## src/rtl/mode_3_sprite_fetch_if.sv

```systemverilog
// Signal bundle between the mode 3 sprite fetcher, OAM queue, VRAM and pixel mixer.
interface mode_3_sprite_fetch_if #(
    parameter int SPRITE_COUNT = 10
);
    logic                          start;
    logic [SPRITE_COUNT-1:0][47:0] sprite_queue_in;
    logic [7:0]                    LCDC;
    logic [7:0]                    LY;
    logic [7:0]                    lx;
    logic                          check;
    logic [7:0]                    vram_dout;
    logic [15:0]                   vram_a;
    logic                          busy;
    logic                          result_valid;
    logic                          hit;
    logic [7:0]                    pix_lo;
    logic [7:0]                    pix_hi;
    logic [7:0]                    flags_out;
    logic [3:0]                    sprite_idx;

    modport master (
        output start, sprite_queue_in, LCDC, LY, lx, check, vram_dout,
        input  vram_a, busy, result_valid, hit, pix_lo, pix_hi,
        input  flags_out, sprite_idx
    );

    modport slave (
        input  start, sprite_queue_in, LCDC, LY, lx, check, vram_dout,
        output vram_a, busy, result_valid, hit, pix_lo, pix_hi,
        output flags_out, sprite_idx
    );
endinterface

```

## src/rtl/mode_3_sprite_fetch.sv

```systemverilog
// Mode 3 sprite fetcher: match queued sprite at lx, fetch its tile row from VRAM.
// Define SPRITE_TALL_EN to let LCDC[2] select 8x16 sprites.
module mode_3_sprite_fetch #(
    parameter int          SPRITE_COUNT = 10,
    parameter logic [15:0] VRAM_BASE    = 16'h8000
) (
    input  logic                  clk,
    input  logic                  rst,
    mode_3_sprite_fetch_if.slave  bus
);
    typedef enum logic [2:0] {
        S_IDLE, S_SCAN, S_WAIT_LO, S_WAIT_HI, S_OUT
    } state_t;

    state_t r_state, w_next;

    logic [SPRITE_COUNT-1:0]      r_valid, r_used;
    logic [SPRITE_COUNT-1:0][7:0] r_y, r_x, r_tile, r_flags;
    logic [7:0]  r_ly, r_lx, r_lo, r_sel_flags;
    logic        r_tall, r_cnt;
    logic [3:0]  r_sel;
    logic [15:0] r_vram_a;
    logic        r_hit;
    logic [7:0]  r_pix_lo, r_pix_hi, r_flags_out;
    logic [3:0]  r_sprite_idx;

    logic        w_found, w_tall, w_unused;
    logic [3:0]  w_idx, w_row;
    logic [7:0]  w_diff, w_tile;
    logic [15:0] w_addr_lo;

`ifdef SPRITE_TALL_EN
    assign w_tall = r_tall;
`else
    logic w_unused_tall;
    assign w_tall        = 1'b0;
    assign w_unused_tall = r_tall;
`endif

    function automatic logic [7:0] f_rev(input logic [7:0] d);
        logic [7:0] r;
        for (int i = 0; i < 8; i++) r[i] = d[7-i];
        return r;
    endfunction

    // OAM address low byte and unused LCDC bits carry no meaning here
    always_comb begin
        w_unused = ^{bus.LCDC[7:3], bus.LCDC[1:0]};
        for (int i = 0; i < SPRITE_COUNT; i++)
            w_unused = w_unused ^ (^bus.sprite_queue_in[i][39:32]);
    end

    // Lowest-index unused valid entry at the requested X
    always_comb begin
        w_found = 1'b0;
        w_idx   = 4'd0;
        for (int i = 0; i < SPRITE_COUNT; i++) begin
            if (!w_found && r_valid[i] && !r_used[i] && r_x[i] == r_lx) begin
                w_found = 1'b1;
                w_idx   = 4'(i);
            end
        end
    end

    always_comb begin
        w_diff = r_ly + 8'd16 - r_y[w_idx];
        if (w_tall) begin
            w_row  = w_diff[3:0];
            w_tile = {r_tile[w_idx][7:1], 1'b0};
        end else begin
            w_row  = {1'b0, w_diff[2:0]};
            w_tile = r_tile[w_idx];
        end
        if (r_flags[w_idx][6])
            w_row = (w_tall ? 4'd15 : 4'd7) - w_row;
        w_addr_lo = VRAM_BASE + {4'b0000, w_tile, 4'b0000}
                  + {11'd0, w_row, 1'b0};
    end

    always_comb begin
        w_next = r_state;
        unique case (r_state)
            S_IDLE:    if (bus.check) w_next = S_SCAN;
            S_SCAN:    w_next = w_found ? S_WAIT_LO : S_OUT;
            S_WAIT_LO: if (r_cnt) w_next = S_WAIT_HI;
            S_WAIT_HI: if (r_cnt) w_next = S_OUT;
            S_OUT:     w_next = S_IDLE;
            default:   w_next = S_IDLE;
        endcase
        if (bus.start) w_next = S_IDLE;
    end

    always_ff @(posedge clk or posedge rst) begin
        if (rst) r_state <= S_IDLE;
        else     r_state <= w_next;
    end

    always_ff @(posedge clk or posedge rst) begin
        if (rst) begin
            r_valid      <= '0;
            r_used       <= '0;
            r_y          <= '0;
            r_x          <= '0;
            r_tile       <= '0;
            r_flags      <= '0;
            r_ly         <= '0;
            r_tall       <= 1'b0;
            r_lx         <= '0;
            r_cnt        <= 1'b0;
            r_sel        <= '0;
            r_sel_flags  <= '0;
            r_lo         <= '0;
            r_vram_a     <= '0;
            r_hit        <= 1'b0;
            r_pix_lo     <= '0;
            r_pix_hi     <= '0;
            r_flags_out  <= '0;
            r_sprite_idx <= '0;
        end else if (bus.start) begin
            for (int i = 0; i < SPRITE_COUNT; i++) begin
                r_valid[i] <= bus.sprite_queue_in[i][47:40] == 8'hFE;
                r_y[i]     <= bus.sprite_queue_in[i][31:24];
                r_x[i]     <= bus.sprite_queue_in[i][23:16];
                r_tile[i]  <= bus.sprite_queue_in[i][15:8];
                r_flags[i] <= bus.sprite_queue_in[i][7:0];
            end
            r_ly   <= bus.LY;
            r_tall <= bus.LCDC[2];
            r_used <= '0;
            r_cnt  <= 1'b0;
        end else begin
            unique case (r_state)
                S_IDLE: r_lx <= bus.lx;
                S_SCAN: begin
                    r_cnt <= 1'b0;
                    if (w_found) begin
                        r_vram_a       <= w_addr_lo;
                        r_used[w_idx]  <= 1'b1;
                        r_sel          <= w_idx;
                        r_sel_flags    <= r_flags[w_idx];
                    end else begin
                        r_hit <= 1'b0;
                    end
                end
                S_WAIT_LO: begin
                    r_cnt <= ~r_cnt;
                    if (r_cnt) begin
                        r_lo     <= bus.vram_dout;
                        r_vram_a <= r_vram_a + 16'd1;
                    end
                end
                S_WAIT_HI: begin
                    r_cnt <= ~r_cnt;
                    if (r_cnt) begin
                        r_pix_lo     <= r_sel_flags[5] ? f_rev(r_lo) : r_lo;
                        r_pix_hi     <= r_sel_flags[5] ? f_rev(bus.vram_dout)
                                                       : bus.vram_dout;
                        r_flags_out  <= r_sel_flags;
                        r_sprite_idx <= r_sel;
                        r_hit        <= 1'b1;
                    end
                end
                default: ;
            endcase
        end
    end

    assign bus.vram_a       = r_vram_a;
    assign bus.busy         = r_state != S_IDLE;
    assign bus.result_valid = r_state == S_OUT;
    assign bus.hit          = r_hit;
    assign bus.pix_lo       = r_pix_lo;
    assign bus.pix_hi       = r_pix_hi;
    assign bus.flags_out    = r_flags_out;
    assign bus.sprite_idx   = r_sprite_idx;
endmodule

```

## src/flat_wrapper.sv

```systemverilog
// flat-port wrapper written by rule: the top's interface ports become plain ports
module mode_3_sprite_fetch_flat 
#(
    parameter int          SPRITE_COUNT = 10,
    parameter logic [15:0] VRAM_BASE    = 16'h8000
)
  (clk, rst, bus_start, bus_sprite_queue_in, bus_LCDC, bus_LY, bus_lx, bus_check, bus_vram_dout, bus_vram_a, bus_busy, bus_result_valid, bus_hit, bus_pix_lo, bus_pix_hi, bus_flags_out, bus_sprite_idx);
  mode_3_sprite_fetch_if #(.SPRITE_COUNT(SPRITE_COUNT)) bus_i ();
  input  logic clk;
  input  logic rst;
  input wire logic [$bits(bus_i.start)-1:0] bus_start;
  input wire logic [$bits(bus_i.sprite_queue_in)-1:0] bus_sprite_queue_in;
  input wire logic [$bits(bus_i.LCDC)-1:0] bus_LCDC;
  input wire logic [$bits(bus_i.LY)-1:0] bus_LY;
  input wire logic [$bits(bus_i.lx)-1:0] bus_lx;
  input wire logic [$bits(bus_i.check)-1:0] bus_check;
  input wire logic [$bits(bus_i.vram_dout)-1:0] bus_vram_dout;
  output wire logic [$bits(bus_i.vram_a)-1:0] bus_vram_a;
  output wire logic [$bits(bus_i.busy)-1:0] bus_busy;
  output wire logic [$bits(bus_i.result_valid)-1:0] bus_result_valid;
  output wire logic [$bits(bus_i.hit)-1:0] bus_hit;
  output wire logic [$bits(bus_i.pix_lo)-1:0] bus_pix_lo;
  output wire logic [$bits(bus_i.pix_hi)-1:0] bus_pix_hi;
  output wire logic [$bits(bus_i.flags_out)-1:0] bus_flags_out;
  output wire logic [$bits(bus_i.sprite_idx)-1:0] bus_sprite_idx;
  assign bus_i.start = bus_start;
  assign bus_i.sprite_queue_in = bus_sprite_queue_in;
  assign bus_i.LCDC = bus_LCDC;
  assign bus_i.LY = bus_LY;
  assign bus_i.lx = bus_lx;
  assign bus_i.check = bus_check;
  assign bus_i.vram_dout = bus_vram_dout;
  assign bus_vram_a = bus_i.vram_a;
  assign bus_busy = bus_i.busy;
  assign bus_result_valid = bus_i.result_valid;
  assign bus_hit = bus_i.hit;
  assign bus_pix_lo = bus_i.pix_lo;
  assign bus_pix_hi = bus_i.pix_hi;
  assign bus_flags_out = bus_i.flags_out;
  assign bus_sprite_idx = bus_i.sprite_idx;
  mode_3_sprite_fetch #(.SPRITE_COUNT(SPRITE_COUNT), .VRAM_BASE(VRAM_BASE)) u_core (.clk(clk), .rst(rst), .bus(bus_i));
endmodule
```

## config.mk

```make
export PLATFORM = sky130hd
export DESIGN_NAME = mode_3_sprite_fetch_flat
export DESIGN_NICKNAME = d
export VERILOG_FILES = /design/src/rtl/mode_3_sprite_fetch_if.sv /design/src/rtl/mode_3_sprite_fetch.sv /design/src/flat_wrapper.sv
export SDC_FILE = /design/constraint.sdc
export NUM_CORES = 1
export LEC_CHECK = 0
export ABC_AREA = 1
export CORE_AREA = 5 5 214 216
export CTS_CLUSTER_DIAMETER = 50
export CTS_CLUSTER_SIZE = 20
export DETAILED_ROUTE_END_ITERATION = 12
export DIE_AREA = 0 0 219 221
export GPL_TIMING_DRIVEN = 0
export PLACE_DENSITY = 0.78
export SYNTH_ARGS = -nofsm -noshare
export SYNTH_HDL_FRONTEND = slang
export SYNTH_SLANG_ARGS = --single-unit
```

## constraint.sdc

```tcl
create_clock -name clk -period 16.5 [get_ports clk]
set_clock_uncertainty 0.1 [all_clocks]
set_input_delay 1.65 -clock clk [delete_from_list [all_inputs] [get_ports clk]]
set_output_delay 1.65 -clock clk [all_outputs]
set_load 0.02 [all_outputs]
```

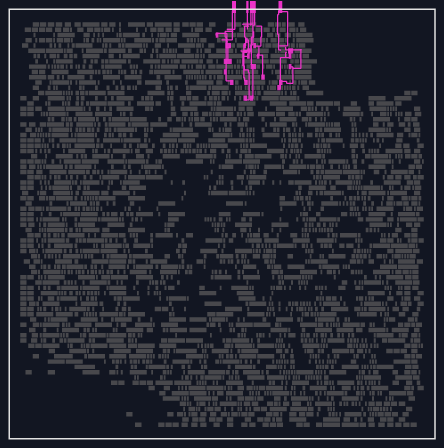
**Above:** wires at chosen ports, followed through buffers.
- bus_vram_dout: magenta (bits 8; direction input; edge top; end cells 24; buffers 8; wire 420 um)
Port Buffer Count: 419
I/O pin cnt: 563

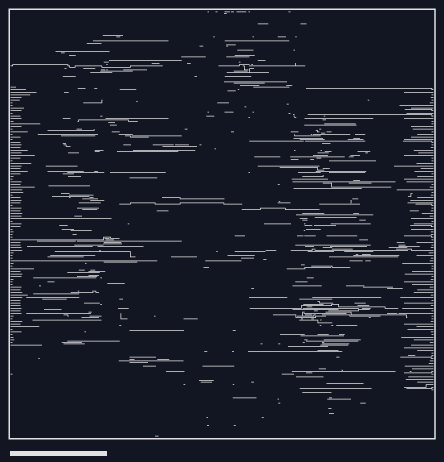
**Above:** signal wires on met3.
The bar under the picture is 50 um long.
- wire length on this layer: 5800 um
- nets with wire on the layer: 452
- longest straight run: 75.4 um
vias after detailed routing: 18280
routed wire length: 70800 um
met3 demand-to-capacity share in global routing: 5.39%

## synthesized netlist by cell type, types with 6 or more instances
cell type / n / area [um2]
sky130_fd_sc_hd__o21ai_0: 272 / 1360
sky130_fd_sc_hd__nor2_2: 6 / 37.5
sky130_fd_sc_hd__buf_4: 10 / 75.1
sky130_fd_sc_hd__inv_2: 10 / 37.5
sky130_fd_sc_hd__nand3_1: 78 / 390
sky130_fd_sc_hd__o21ai_1: 35 / 175
sky130_fd_sc_hd__buf_2: 11 / 55.1
sky130_fd_sc_hd__inv_1: 328 / 1230
sky130_fd_sc_hd__a21oi_1: 35 / 175
sky130_fd_sc_hd__o22ai_1: 92 / 576
sky130_fd_sc_hd__dfrtp_1: 370 / 9260
sky130_fd_sc_hd__xnor2_1: 9 / 78.8
sky130_fd_sc_hd__nor2_1: 144 / 541
sky130_fd_sc_hd__buf_6: 11 / 124
sky130_fd_sc_hd__nand2_1: 650 / 2440
sky130_fd_sc_hd__nand4_1: 31 / 194
sky130_fd_sc_hd__a31oi_1: 17 / 106
sky130_fd_sc_hd__nor3_1: 24 / 120
sky130_fd_sc_hd__nand3_2: 8 / 80.1
sky130_fd_sc_hd__clkbuf_1: 75 / 282
sky130_fd_sc_hd__o211ai_1: 8 / 60.1
sky130_fd_sc_hd__xor2_1: 17 / 149
sky130_fd_sc_hd__nor4_1: 11 / 68.8
sky130_fd_sc_hd__o32ai_1: 7 / 61.3
## metal layers
metal	track usage, %	share of wire [%]
met4	12.5	4.5
met2	46.4	47
met1	37.0	40
met3	5.39	8.2
met5	0	0.0099
## cells by family after synthesis
kind of cell | share of synthesized area (%)
AOI/OAI and AO/OA | 14.5
xor gates and xnor gates | 1.33
adders and majority gates | 0.246
buffers and inverters | 10.1
DFF | 50.5
muxes | 0.123
and+or+nand+nor | 23.2
==> results.env <==
P_SEQ_SHARE_PCT=39.4
GRT_PASS1_WL_UM=107000
LAYOUT_TOP_CELLS='sky130_fd_sc_hd__nand2_1 (650), sky130_fd_sc_hd__clkdlybuf4s50_1 (419), sky130_fd_sc_hd__dfrtp_1 (370)'
CTS_TREE='yes'
BIGGESTREGSBYFLOPS='u_core.r_flags (80), u_core.r_tile (80), u_core.r_x (80)'
TAP_CELLS=592
SYN_INST=2328
CLOCK-SINKS=370
TOP_POWER_GROUP='clock'
WORST-ENDPOINT-ARRIVAL_PS=5720
SYNTH_FLOP_COUNT=370
CTS_REPAIR_RESIZE_COUNT=0
HP-START='u_core.r_y[17]'
ACHIEVABLE-FREQUENCY_MHz=188
PERIOD_NEEDED_PS=5320
LAY_TOP_COUNT='sky130_fd_sc_hd__nand2_1'
SETUP_WS_PS=11180
STATUS='finished clean'
CP_CELL_SEQUENCE='inv_2 > nand2_1 > nand2_1 > nor2_2 > nand3_1 > nor2_1 > nor2_1 > nand3_1 > nor2_1 > o21ai_2 > o211ai_1 > clkbuf_1 > buf_1 > o21ai_0 > and3_1 > ha_1 > fa_1 > xor2_1 > inv_1 > nand4_1 > nand2_1 > nand2_1 > nand3_1 > a21oi_1'
NONCLKBUFAREAFRAC_PCT=19.4
AREA_SHARE_CLOCK_BUF_INV_PCT=6.24
YOSYS_MOST_USED_DFF='sky130_fd_sc_hd__dfrtp_1'
SYNTH_AREA_PER_CELL_UM2=7.88
FIRST_ITER_VIOLATIONS=1579
LOGIC_GATE_COUNT=1503
CPPEAKSTAGEDELAY_PS=630
POSTCTSSETUPREPAIRBUFS=0
LOGIC_GATE_FRACTION_OF_THE_TOTAL_CELL_AREA_PCT=29.0
RSZ0062_AT_GRT='false'
FP_UTIL_PCT=41.9
POST-ROUTE-DRC-COUNT=0
POWER.INTERNAL_mW=1.80
CRITICAL_PATH.STARTPOINT='u_core.r_lx[0]'
REGTOREGSTARTPOINT='u_core.r_lx[0]'
WORST_SETUP_EP_TYPE='register'
PG_CLK_mW=1.04
P_SWITCHING_mW=0.778
SETUP_TOTAL_NEG_SLACK_PS=0
LAYOUT-AREA-OVERHEAD-VS-SYNTH_PCT=35.9
WORST_PIN_SLEW_PS=1070
CRITPATHBUFINV=4
NET_COUNT_AFTER_SYNTHESIS=2847
CP.DEPTH=24
PLACED_CELL_AREA_UM2=23400
WHS_ENDPOINT='u_core.r_y[17]'
NUMBER_OF_CELLS_TRAVERSED_BY_THE_WORST_HOLD_PATH=2
FINAL_CELL_COUNT_NO_FILL=3426
BUFFERS=533
CLOCK_TREE.BUFFER_DEPTH=3
POWER.DENSITY_nW_PER_UM2=103
SEQ-CELL-SHARE_PCT=37.1
SYNTH-SEQ-AREA-SHARE_PCT=50.5
TOTAL_GLOBAL_ROUTING_OVERFLOW=0
POWER.TOTAL_mW=2.58
NUM_CTS_BUFFERS=43
SWITCHING_SHARE_PCT=30.2
FINALSETUPVIOLATIONS=0
DIE.SIZE.Y_UM=221
WORST-R2R-CELL-COUNT=24
MAXCAPVIOLCOUNT=0
INVERTERS_EXCL_CLOCK=344
DIE_X_UM=219
CHIPAREA_UM2=48400
FF_LATCH_AREA_UM2=9260
ROUTEDWLPERCELL_UM=20.7
WORSTPATHMAXFANOUT=10
LOG.WARNING_COUNT=172
SYNTH_AREA_UM2=18300
NUM_ANTENNA_CELLS=5
SYNTHARSTFLOPSHARE_PCT=100
POST_DRT_VIA_CELL_RATIO=5.34
CLOCK_LATENCY_PS=570
WORST-R2R-SETUP-SLACK_PS=11180
MAXSLEWHEADROOM_PCT=28.5
CLK_ROOT_BUFFER_CELL='sky130_fd_sc_hd__clkbuf_16'
CORE-AREA_UM2=43700
YOSYS-STAT-CELLS=2328
GRT.TOTAL_USAGE_PCT=28.4
DRIVE_GT1_SHARE_PCT=5.94
PWR.GROUP.COMBINATIONAL_mW=0.521
POWER.LEAKAGE_nW=11.8
FINAL.HOLD.WORST_SLACK_PS=377
NUMBER_OF_ANTENNA_VIOLATIONS_AT_THE_FIRST_CHECK_IN_GLOBAL_ROUTING=5
FINALCRITPERIODSHARE_PCT=32.2
CTS_CLK_PIN_SLEW_WORST_PATHS_PS=70
SYNTH-AREA-YOSYS_UM2=18300
